**Run 1: routing congestion**

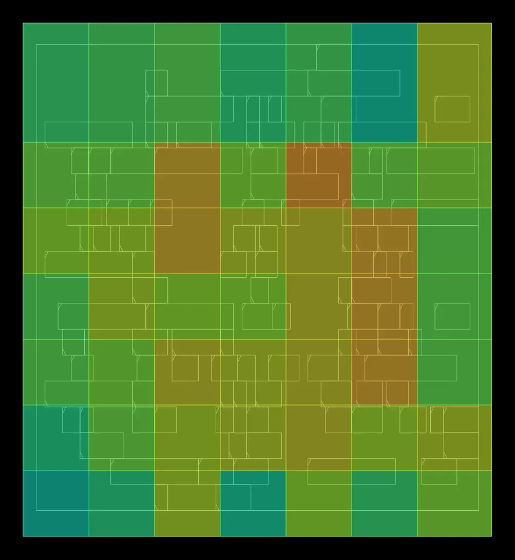
**Run 1: the metal 1 layer**

Bar = 10 um.
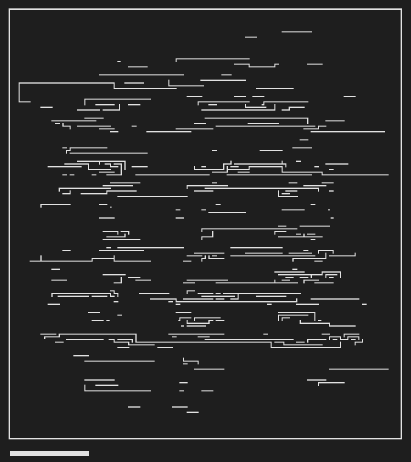
**Run 1: wire density map**

Bar = 10 um. The die is cut into 10 by 11 equal tiles; black is low, pale yellow is high, scaled to the fullest tile. Values are wire area over tile area, all layers added.
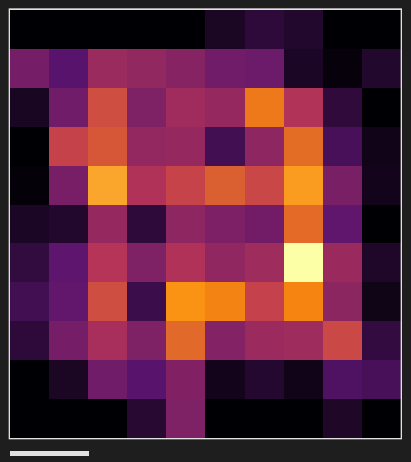
==> config.mk <==
export PLATFORM = sky130hd
export DESIGN_NAME = traffic_controller
export DESIGN_NICKNAME = d
export VERILOG_FILES = /design/src/rtl/traffic_pkg.sv /design/src/rtl/traffic_watchdog.sv /design/src/rtl/traffic_controller.sv
export SDC_FILE = /design/constraint.sdc
export NUM_CORES = 1
export LEC_CHECK = 0
export CAP_MARGIN = 40
export CORE_ASPECT_RATIO = 1.1
export CORE_UTILIZATION = 38
export DETAILED_ROUTE_END_ITERATION = 7
export PLACE_DENSITY_LB_ADDON = 0.05
export SLEW_MARGIN = 20
export SYNTH_ARGS = -nofsm -noshare
export SYNTH_HDL_FRONTEND = slang
export SYNTH_HIERARCHICAL = 1
export SYNTH_SLANG_ARGS = --single-unit
export TNS_END_PERCENT = 20
==> constraint.sdc <==
create_clock -name i_clk -period 4.11 [get_ports i_clk]
set_input_delay 0.822 -clock i_clk [delete_from_list [all_inputs] [get_ports i_clk]]
set_output_delay 0.822 -clock i_clk [all_outputs]
set_load 0.01 [all_outputs]
==> CHANGELOG.md, run 1 <==
### Physical design

* Status: complete, no violations
* Async S/R FF share, synth at 100%
* Iteration-0 DRC count of the detailed router at 12
* Avg Vias per Cell at 5.25
* Post-synthesis adder-cell area fraction at 2.69%
* CP Capture Type: primary output
* Post-CTS Setup Repair Bufs at 0
* Post-Layout Cell Count at 138
* Clk_skew at 0.00130 ns
* Fillers at 235
* Metal2 WL at 918 um
* Vias in the first global route at 680
* Worst reg2reg setup slack at 2.36 ns
* Mux area share at 1.08%
* Post_cts resized at 0
* Core area at 0.00227 mm^2
* CP Max Fanout at 18
* Worst Hold Depth at 1
* RSZ-0062 raised after global routing: no
* Main flop type: dfrtp_1
* Syn-to-layout area delta at 15.6%
* Pwr Total at 0.825 mW
* Fin. Hold Viols at 0
* Critical-path top delay cell: dfrtp_1
* Cell Rows at 18
* HPWL after DPL at 1240 um
* Number of remaining DRC errors at 0
* Die area at 0.00265 mm^2
* Log Warnings at 27
* # IOs at 15
* Slew Viols, Final at 0
* Fraction of layout instances using a drive strength above 1 at 9.26%
* Yosys cell count at 99
* Pleak at 0.478 nW
* # nets final at 115
* Grt total ovfl at 0
* Cells along the critical path: or2_2 > a21boi_0 > clkdlybuf4s50_1
* FF+latch area at 403 um^2
* Fmax at 358 MHz
* Dpl cell area at 0.00104 mm^2
* CTS Hold Bufs at 0
* Worst-margin pin slew at 0.502 ns
* Post-route cell area at 0.00108 mm^2
* Worst IR drop on VDD at 0.333 mV
* Final Cycle Share at 68.0%
* Delay-heaviest family, CP: flip-flops
* Post-Route M1 WL at 840 um
* CTS tree: built
* Synth top area cells: dfrtp_1, dfstp_2, nand2b_1
* Final Hold Slack at 0.500 ns
* Critical path buffers and inverters at 1
* Post-Synthesis Cells at 99
* Synth flops at 16
* CP Class: reg -> out
* Clk pin slew, worst setup/hold paths at 0.10 ns
* Simple-Gate Area Share at 26.9%
* XOR/XNOR Area Share at 2.82%
* R2R depth at 4
* Die W at 49.2 um
* CP Launch Type: flop
* WP data arrival at 1.97 ns
* Logic area at 457 um^2
* Pwr Density at 767 mW/mm^2
* Area leader share at 37.6%
* Post-Place Worst Slack at 1.63 ns
* Count leader, synth: dfrtp_1
* Crit-path max cell delay at 0.56 ns
* Largest net degree at the start of global routing at 19
* Final WS setup at 1.32 ns
* Final antenna-violating net count at 0
* Sequential share of the synthesized area at 43.3%
* Fin crit period at 2.79 ns
Notes on 'routing congestion' above:
met1 usage: 20.2%
met3 Usage GRT: 3.39%
global route hottest layer: met2
GRT Overall Usage: 16.6%
utilization after layout: 47.3%

Notes on 'the metal 1 layer' above:
- share of all routed wire: 47%
- main direction: horizontal
total wire length: 1810 um
via count: 725

Notes on 'wire density map' above:
- tiles over half the peak: 17%
- fullest tile: 0.37
- densest ninth of the die: centre
- emptiest ninth of the die: upper right
WL/cell: 13.1 um

-- run 1: power by group --
part / switching (mW) / leakage, nW / internal, mW / total, mW
logic: 0.156 / 0.265 / 0.218 / 0.374
clock network: 0.0516 / 0.0210 / 0.0539 / 0.105
registers: 0.113 / 0.191 / 0.232 / 0.345
-- run 1: layer usage --
| layer | vias up | track usage, % |
|---|---|---|
| li1 | 369 | - |
| met1 | 349 | 20.2 |
| met2 | 5 | 28.5 |
| met3 | 2 | 3.39 |
| met4 | 0 | 7.35 |
| met5 | - | 0 |
-- run 1: layout make-up --
class,count,area share (%)
Multi-Input combinational cell,70,42.4
Clock buffer,4,3.37
Inverter,6,2.09
Timing Repair Buffer,12,11.2
Sequential cell,16,37.4
Tap cell,30,3.49
--- run 2 (diff from run 1) ---
Clock period 4.11 ns to 2.35 ns, I/O delays scaled along.
**Run 2: wire density map**

Bar = 10 um. The die is cut into 10 by 11 equal tiles; black is low, pale yellow is high, scaled to the fullest tile. Values are wire area over tile area, all layers added.
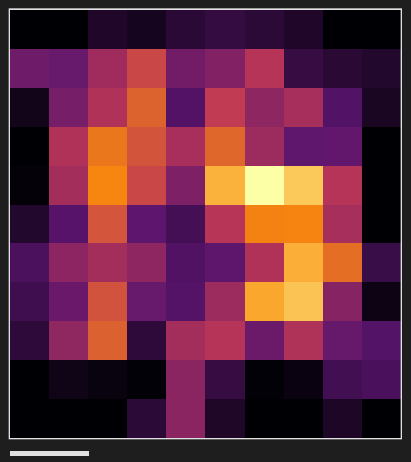
- fullest tile: 0.33
- tiles over half the peak: 18%
- nearly empty tiles: 16%
- mean over tiles: 0.10
GRT Overall Usage: 15.3%
total wire length: 1740 um
WL/cell: 12.5 um

**Run 2: routing congestion**

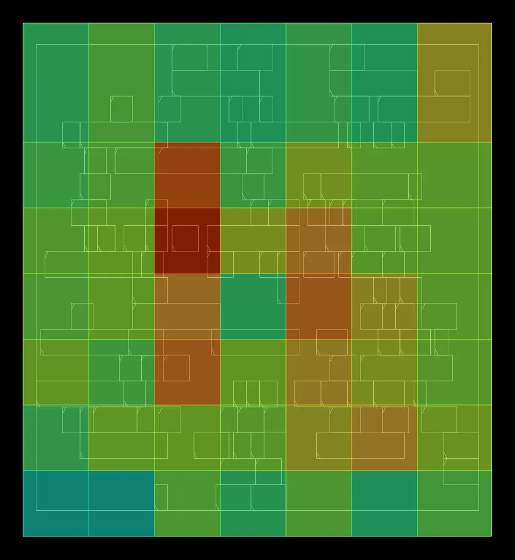
met3 Usage GRT: 2.54%
M2 GR Usage: 27.6%

**Run 2: cell density map**

Bar = 10 um. The die is cut into 10 by 11 equal tiles; black is low, pale yellow is high, 0 to 100% covered.
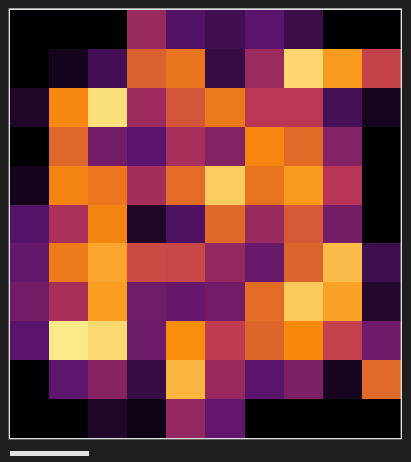
- tiles over 75% full: 13%
- fullest tile: 95%
- emptiest ninth of the die: upper left
- mean over tiles: 39%
- nearly empty tiles: 16%
core area: 0.00227 mm^2
utilization after layout: 47.4%

==> run 2 against run 1 <==
  * Cell count up 0.72%
  * Count of clock-buffer cells in the layout down 1
  * Via count up 3.4%
  * Core utilization up 0.11 points
  * Hold slack worse by 0.038 ns
  * Combinational power up 93%
  * Synthesized cell count unchanged
  * Clock skew about the same
  * Critical endpoint is now o_ew_light[0]
==> CHANGELOG.md, run 2 <==
### Physical design

* Status: complete, no violations
* Pwr Density at 1310 mW/mm^2
* Critical-path top delay cell: clkdlybuf4s50_1
* Leading cell kind: multi-input combinational cells
* Cell Rows at 18
* Synth top area cells: dfrtp_1, dfstp_2, nand2b_1
* Slew Viols, Final at 0
* Buffering overhead at 12.5%
* Number of remaining DRC errors at 0
* Post-route cell area at 0.00108 mm^2
* Post-Route M1 WL at 814 um
* Vias in the first global route at 679
* Largest net degree at the start of global routing at 16
* Clock buffers at 3
* Log Warnings at 27
* Flip-flops at 16
* CTS tree: built
* Sequential share of the synthesized area at 43.3%
* Fraction of layout instances using a drive strength above 1 at 11.0%
* Global route hottest layer: met2
* Synth flops at 16
* Area leader share at 37.6%
* Cells along the critical path: buf_4 > or2_4 > nor2_1 > clkdlybuf4s50_1
* Post_cts resized at 0
* Delay-heaviest family, CP: buffers and inverters
* Main flop type: dfrtp_1
* Non-clock buffers at 14
* Final Hold Slack at 0.462 ns
* Die area at 0.00265 mm^2
* RSZ-0062 raised after global routing: no
* Iteration-0 DRC count of the detailed router at 14
* CP Launch Type: flop
* HPWL after DPL at 1260 um
* TAP cells at 30
* Final antenna-violating net count at 0
* Pwr Total at 1.41 mW
* Async S/R FF share, synth at 100%
* CP Max Fanout at 10
* # nets final at 117
* Comb/total area at 42.3%
* # IOs at 15
* Clk pin slew, worst setup/hold paths at 0.09 ns
* Die W at 49.2 um
* CP Class: reg -> out
* Final WS setup at 0.0961 ns
* Pleak at 0.479 nW
* Worst-margin pin slew at 0.516 ns
* Inverters at 6
* Crit-path max cell delay at 0.53 ns
* Fin crit period at 2.25 ns
* Syn-to-layout area delta at 15.9%
* Fin. Hold Viols at 0
run 2: cell types whose count changed in the layout (fill, tap and decap cells not counted):
cell / before / now
dfrtp_2: 0 / 1
dfrtp_1: 14 / 13
clkbuf_8: 1 / 0
buf_4: 0 / 2
run 2: power breakdown:
part	switching, mW	internal, mW	leakage (nW)	total (mW)
Combinational	0.317	0.403	0.275	0.720
Clock	0.0776	0.0593	0.0138	0.137
Sequential	0.147	0.408	0.190	0.555
run 2: logic make-up (layout without fill, tap and decap cells):
kind of cell	after synthesis	after routing	share of synthesized area, %
and+or+nand+nor	43	43	26.9
buffers and inverters	13	23	7.66
DFF	16	16	43.3
xor gates and xnor gates	3	3	2.82
muxes	1	1	1.08
other	1	1	0.403
adders and majority gates	2	2	2.69
AOI/OAI and AO/OA	20	20	15.2
Power figures rest on the tool's default switching activity, not on a simulated workload.
